## src/rtl/rcu_param.sv

```systemverilog
// Receiver control unit for the UART receive path.
// Sequences start-bit verification, data sampling, optional parity and
// 1..2 stop bits. Owns bit counting, parity accumulation and framing checks.
module rcu_param #(
  parameter int unsigned DATA_BITS   = 8,  // 5..9
  parameter int unsigned PARITY_MODE = 0,  // 0 none, 1 even, 2 odd
  parameter int unsigned STOP_BITS   = 1,  // 1 or 2
  parameter int unsigned START_CHECK = 1   // 1 rejects start-bit glitches
) (
  input  logic clk,
  input  logic n_rst,
  input  logic start_bit_detected,
  input  logic sample_tick,
  input  logic serial_in,
  output logic timer_clear,
  output logic enable_timer,
  output logic shift_strobe,
  output logic load_buffer,
  output logic rx_busy,
  output logic parity_error,
  output logic framing_error
);

  localparam int unsigned BIT_CNT_W  = $clog2(DATA_BITS + 1);
  localparam int unsigned STOP_CNT_W = $clog2(STOP_BITS + 1);
  localparam logic        HAS_PARITY  = (PARITY_MODE != 0);
  localparam logic        ODD_PARITY  = (PARITY_MODE == 2);
  localparam logic        CHECK_START = (START_CHECK != 0);

  typedef enum logic [2:0] {
    IDLE      = 3'd0,
    CLR       = 3'd1,
    START_CHK = 3'd2,
    DATA      = 3'd3,
    PARITY    = 3'd4,
    STOP      = 3'd5,
    LOAD      = 3'd6
  } state_t;

  state_t                  state;
  state_t                  next_state;
  logic [BIT_CNT_W-1:0]    bit_cnt;
  logic [STOP_CNT_W-1:0]   stop_cnt;
  logic                    parity_acc;
  logic [BIT_CNT_W-1:0]    bit_cnt_inc;
  logic [STOP_CNT_W-1:0]   stop_cnt_inc;
  logic                    last_bit;
  logic                    last_stop;
  logic                    parity_bad;

  // Counter look-ahead: the tick that completes a field decides the transition.
  assign bit_cnt_inc  = BIT_CNT_W'(bit_cnt + BIT_CNT_W'(1));
  assign stop_cnt_inc = STOP_CNT_W'(stop_cnt + STOP_CNT_W'(1));
  assign last_bit     = (bit_cnt_inc == BIT_CNT_W'(DATA_BITS));
  assign last_stop    = (stop_cnt_inc == STOP_CNT_W'(STOP_BITS));
  assign parity_bad   = ((parity_acc ^ serial_in) != ODD_PARITY);

  // State register.
  always_ff @(posedge clk or negedge n_rst) begin
    if (!n_rst) begin
      state <= IDLE;
    end else begin
      state <= next_state;
    end
  end

  // Next-state decode; start pulses and ticks outside their states are ignored.
  always_comb begin
    next_state = state;
    case (state)
      IDLE: begin
        if (start_bit_detected) next_state = CLR;
      end
      CLR: begin
        next_state = START_CHK;
      end
      START_CHK: begin
        if (sample_tick) begin
          next_state = (CHECK_START && serial_in) ? IDLE : DATA;
        end
      end
      DATA: begin
        if (sample_tick && last_bit) begin
          next_state = HAS_PARITY ? PARITY : STOP;
        end
      end
      PARITY: begin
        if (sample_tick) next_state = STOP;
      end
      STOP: begin
        if (sample_tick) begin
          if (!serial_in) begin
            next_state = IDLE;
          end else if (last_stop) begin
            next_state = LOAD;
          end
        end
      end
      LOAD: begin
        next_state = IDLE;
      end
      default: begin
        next_state = IDLE;
      end
    endcase
  end

  // Output decode; shift_strobe follows the tick in the same cycle.
  always_comb begin
    timer_clear  = 1'b0;
    enable_timer = 1'b0;
    shift_strobe = 1'b0;
    load_buffer  = 1'b0;
    rx_busy      = (state != IDLE);
    case (state)
      CLR: begin
        timer_clear  = 1'b1;
        enable_timer = 1'b1;
      end
      START_CHK, PARITY, STOP: begin
        enable_timer = 1'b1;
      end
      DATA: begin
        enable_timer = 1'b1;
        shift_strobe = sample_tick;
      end
      LOAD: begin
        load_buffer = 1'b1;
      end
      default: begin
      end
    endcase
  end

  // Frame datapath: counters, parity accumulator and sticky error flags.
  always_ff @(posedge clk or negedge n_rst) begin
    if (!n_rst) begin
      bit_cnt       <= '0;
      stop_cnt      <= '0;
      parity_acc    <= 1'b0;
      parity_error  <= 1'b0;
      framing_error <= 1'b0;
    end else begin
      case (state)
        CLR: begin
          bit_cnt       <= '0;
          stop_cnt      <= '0;
          parity_acc    <= 1'b0;
          parity_error  <= 1'b0;
          framing_error <= 1'b0;
        end
        DATA: begin
          if (sample_tick) begin
            bit_cnt    <= bit_cnt_inc;
            parity_acc <= parity_acc ^ serial_in;
          end
        end
        PARITY: begin
          if (sample_tick && parity_bad) parity_error <= 1'b1;
        end
        STOP: begin
          if (sample_tick) begin
            if (!serial_in) begin
              framing_error <= 1'b1;
            end else begin
              stop_cnt <= stop_cnt_inc;
            end
          end
        end
        default: begin
        end
      endcase
    end
  end

endmodule

```

## config.mk

```make
export PLATFORM = sky130hd
export DESIGN_NAME = rcu_param
export DESIGN_NICKNAME = d
export VERILOG_FILES = /design/src/rtl/rcu_param.sv
export SDC_FILE = /design/constraint.sdc
export NUM_CORES = 1
export LEC_CHECK = 0
export CAP_MARGIN = 15
export CORE_MARGIN = 1.5
export CORE_UTILIZATION = 45
export DETAILED_ROUTE_END_ITERATION = 10
export PLACE_DENSITY = 0.72
export SLEW_MARGIN = 15
export SYNTH_ARGS = -nofsm -noshare
export SYNTH_HDL_FRONTEND = slang
export SYNTH_SLANG_ARGS = --single-unit
```

## constraint.sdc

```tcl
create_clock -name clk -period 1.45 [get_ports clk]
set_input_delay 0.29 -clock clk [delete_from_list [all_inputs] [get_ports clk]]
set_output_delay 0.29 -clock clk [all_outputs]
set_load 0.005 [all_outputs]
```

final_clocks.png
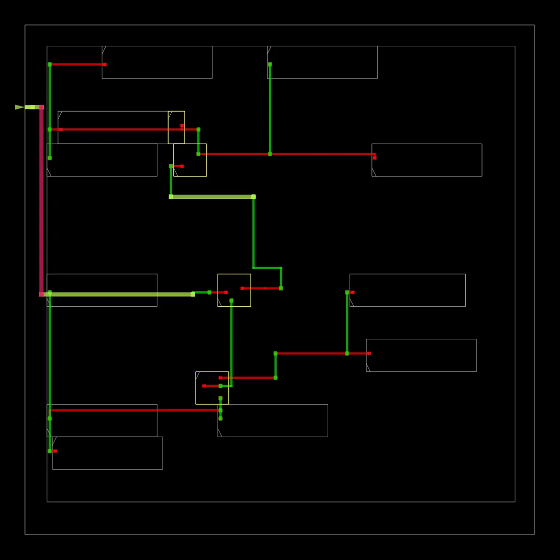
Flop Count: 11
clock buf count: 4
clk_skew: 0.003018 ns

registers.png
The bar under the picture is 10 µm long. Other sequential cells in the stronger gray, the rest of the logic in the fainter gray.
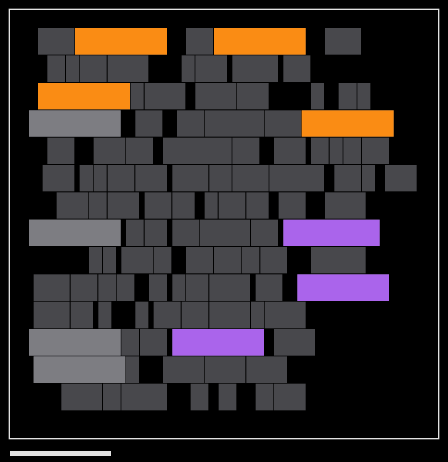
Purple marks `state`, placed flops 3. Orange marks `bit_cnt`, placed flops 4.
sequential share of cell area: 0.2600
combined flip-flop and latch cell area: 276.5 µm²
Flop+latch power: 578 µW
Util after Layout: 0.7143

gate_families.png
The bar under the picture is 10 µm long.
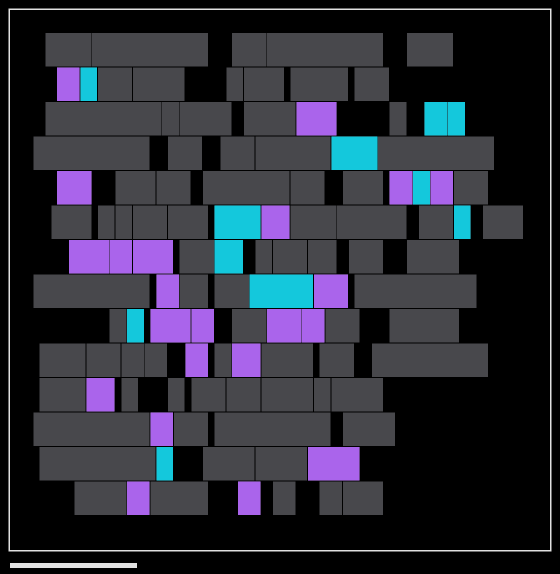
Cyan marks NAND gates, cells 11. Purple marks inverting AOI/OAI gates, cells 22.

==> results_slide.txt <==
Key Metrics from the Run

Run status
  • Status: finished, violations left
  • Failing checks: negative setup slack

Synthesis
  • Yosys cell count: 76
  • Cell Area, Synth: 704.4 µm²
  • Seq share, synth: 0.3908
  • Synth cell types: 31
  • Cells after Synth: 76
  • Yosys Chip Area: 704.4 µm²
  • Yosys warnings: 0
  • Number of synthesized register bits: 11
  • Syn Area/Cell: 9.269 µm²
  • Post-synth net total: 83

Critical path
  • CP required: 1.16 ns
  • Crit path from: state[2]
  • Reg2reg setup slack: -0.20 ns
  • Crit end category: output pin
  • Reg2reg end: state[0]
  • Worst setup SP type: flip-flop
  • Worst EP arrival: 1.37 ns
  • R2r worst-path depth: 7
  • CP Class: flip-flop to output pin
  • Reg2reg start: state[2]
  • Crit Path Max Fanout: 3
  • Capture point of the worst path: enable_timer

Power and ir drop
  • VDD IR max: 1.369 mV
  • LEAKAGE: 0.0005147 µW
  • PD cells: 2073 mW/mm²

Final layout
  • Ant. Diodes: 0
  • Share of layout cells above drive strength 1: 0.4324
  • Fin nets: 119
  • Area grow syn2layout: 50.98%
  • Finished Layout Cells: 127

Hold path
  • HP Class: primary input to asynchronous set/reset pin

CTS
  • Cts hold-fix bufs: 0
  • Clock Sinks: 11
  • Worst-path clk slew: 0.07 ns
  • Root Buffer: clkbuf_4
  • H-tree depth: 1
  • TritonCTS clock tree: yes
  • Worst-Skew Late Latency: 0.27 ns
  • Clock buffer depth: 2
  • Num CTS Buffers: 3

STA
  • RSZ-0062 raised after global routing: true
  • Final WS setup: -0.2085 ns
  • Worst Tran Pin Value: 0.5005 ns
  • Fmax: 603.0 MHz
  • Final setup fails: 7
  • Slew headroom: 0.6653
  • Hold Fails Final Rpt: 0
  • Final Critical Period: 1.658 ns
  • Slew Limit Fails: 0
  • Cycle use final: 1.144

Global route
  • Grt total ovfl: 0
  • GRT Total Usage: 0.2117
  • Vias in the first global route: 608
  • Largest net degree at the start of global routing: 14
  • First-pass GRT wire length: 2794 µm
  • Initial antenna violation count: 0

Placement
  • DP HPWL: 1171 µm
  • Post-Place Cells: 119
  • I/O Buffers: 11
  • RD Place Congestion: 0.8341

Die
  • Core box area: 0.001489 mm²
  • Total die size: 0.001812 mm²
  • Die width: 42.57 µm
  • Boundary Pins: 12
  • FP Util: 0.4731
  • Die H: 42.57 µm
  • Rows: 14

Flow run
  • Max-Cap Viols: 0
  • Log Warnings: 30

Routing
  • DRC Markers: 0
  • DR WL/cell: 13.94 µm
  • Final WL: 1770 µm
  • Antenna-violating nets left: 0
  • Iter 0 DRT Violations: 14
  • Drt pass-1 iters: 4
  • Via density: 5.465
  • Via Count: 694
[stage by stage]
stage                TNS [ns]  power [µW]  cell area [µm²]  setup WS, ns  hold WS (ns)
floorplan           -0.006580        1235            706.9     -0.006580     -0.005591
global placement       -2.278        1724            945.9       -0.4263        0.4626
detailed placement     -2.666        1743            945.9       -0.4506        0.4756
CTS                   -0.9921        1995            985.9       -0.2293        0.3753
global route           -1.501        2375             1064       -0.2647        0.4066
finish                -0.9300        2205             1064       -0.2085        0.3531
[routing by layer]
metal	GRT usage	part of all wire	wire length (µm)	up-vias
li1	-	-	-	346
met1	0.2962	0.44	778	322
met2	0.3077	0.51	896	24
met3	0.03879	0.045	80	2
met4	0.1125	0.0085	15	0
met5	0	0	0	-
[power by group]
part | switching (µW) | internal [µW] | leakage, µW
clock network | 105 | 107 | 0.0000150
registers | 135 | 443 | 0.000140
logic | 620 | 795 | 0.000359
total | 861 | 1340 | 0.000515
[logic make-up (layout without fill, tap and decap cells)]
family	Yosys count	after routing	synth area share
AOI/OAI and AO/OA	24	24	0.2167
xor gates and xnor gates	3	3	0.04797
adders and majority gates	2	2	0.03552
buffers and inverters	9	44	0.08525
DFF	11	11	0.3908
muxes	2	2	0.03552
and+or+nand+nor	25	25	0.1883
[layout by cell type (no fill, tap or decap), types with 3 or more instances in the layout]
| master | n |
|---|---|
| o21ai_0 | 7 |
| buf_4 | 18 |
| clkdlybuf4s50_1 | 4 |
| a31oi_1 | 3 |
| inv_1 | 3 |
| nor2_1 | 6 |
| clkbuf_4 | 3 |
| nand2_1 | 6 |
| buf_6 | 8 |
| a21oi_1 | 4 |
| dfrtp_1 | 10 |
[flip-flops by register name (all words and copies together) (netlist names)]
signal and count:
state 3, parity_error 1, framing_error 1, bit_cnt 4
parity_acc 1, stop_cnt 1
[timing repair]
action	CTS	global route
cloned	0	0
endpoints found under the setup margin	8	11
pin swaps	5	3
buffers inserted	3	3
gates resized	23	17
[synth_stat cells]
library cell,number,area [µm²]
nor3_1,2,10.01
o21ai_0,7,35.03
nor3b_2,1,12.51
a22o_1,2,17.52
inv_2,1,3.750
nand3_2,1,10.01
mux2_4,1,15.01
buf_4,1,7.510
mux2i_1,1,10.01
nand2_1,6,22.52
o21ai_1,1,5.000
ha_1,2,25.02
nand2b_1,2,12.51
and3_1,1,6.260
xnor2_2,1,16.27
or3_1,1,6.260
o31ai_1,1,7.510
nor2_1,6,22.52
nand3_1,2,10.01
and2b_1,1,7.510
nor2_2,2,12.51
o41ai_1,1,8.760
a21oi_1,4,20.02
inv_1,4,15.01
a21boi_0,1,7.510
a41oi_1,2,17.52
dfrtp_1,11,275.3
a211oi_1,2,15.01
a31oi_1,3,18.77
xnor2_1,2,17.52
buf_6,3,33.78
[cell type report]
class,count,area (µm²)
sequential,11,276.5
tap,16,20.02
clock buffer,4,26.28
inverter,5,21.27
timing repair buffer,35,305.3
fill,105,425.4
multi-input combinational,56,414.1
[worst max-delay path: stages, from the launching register on]
cell,delay (ns)
dfrtp_1,0.39
buf_6,0.12
or3_4,0.31
a21boi_2,0.15
buf_2,0.12
Power figures rest on the tool's default switching activity, not on a simulated workload.
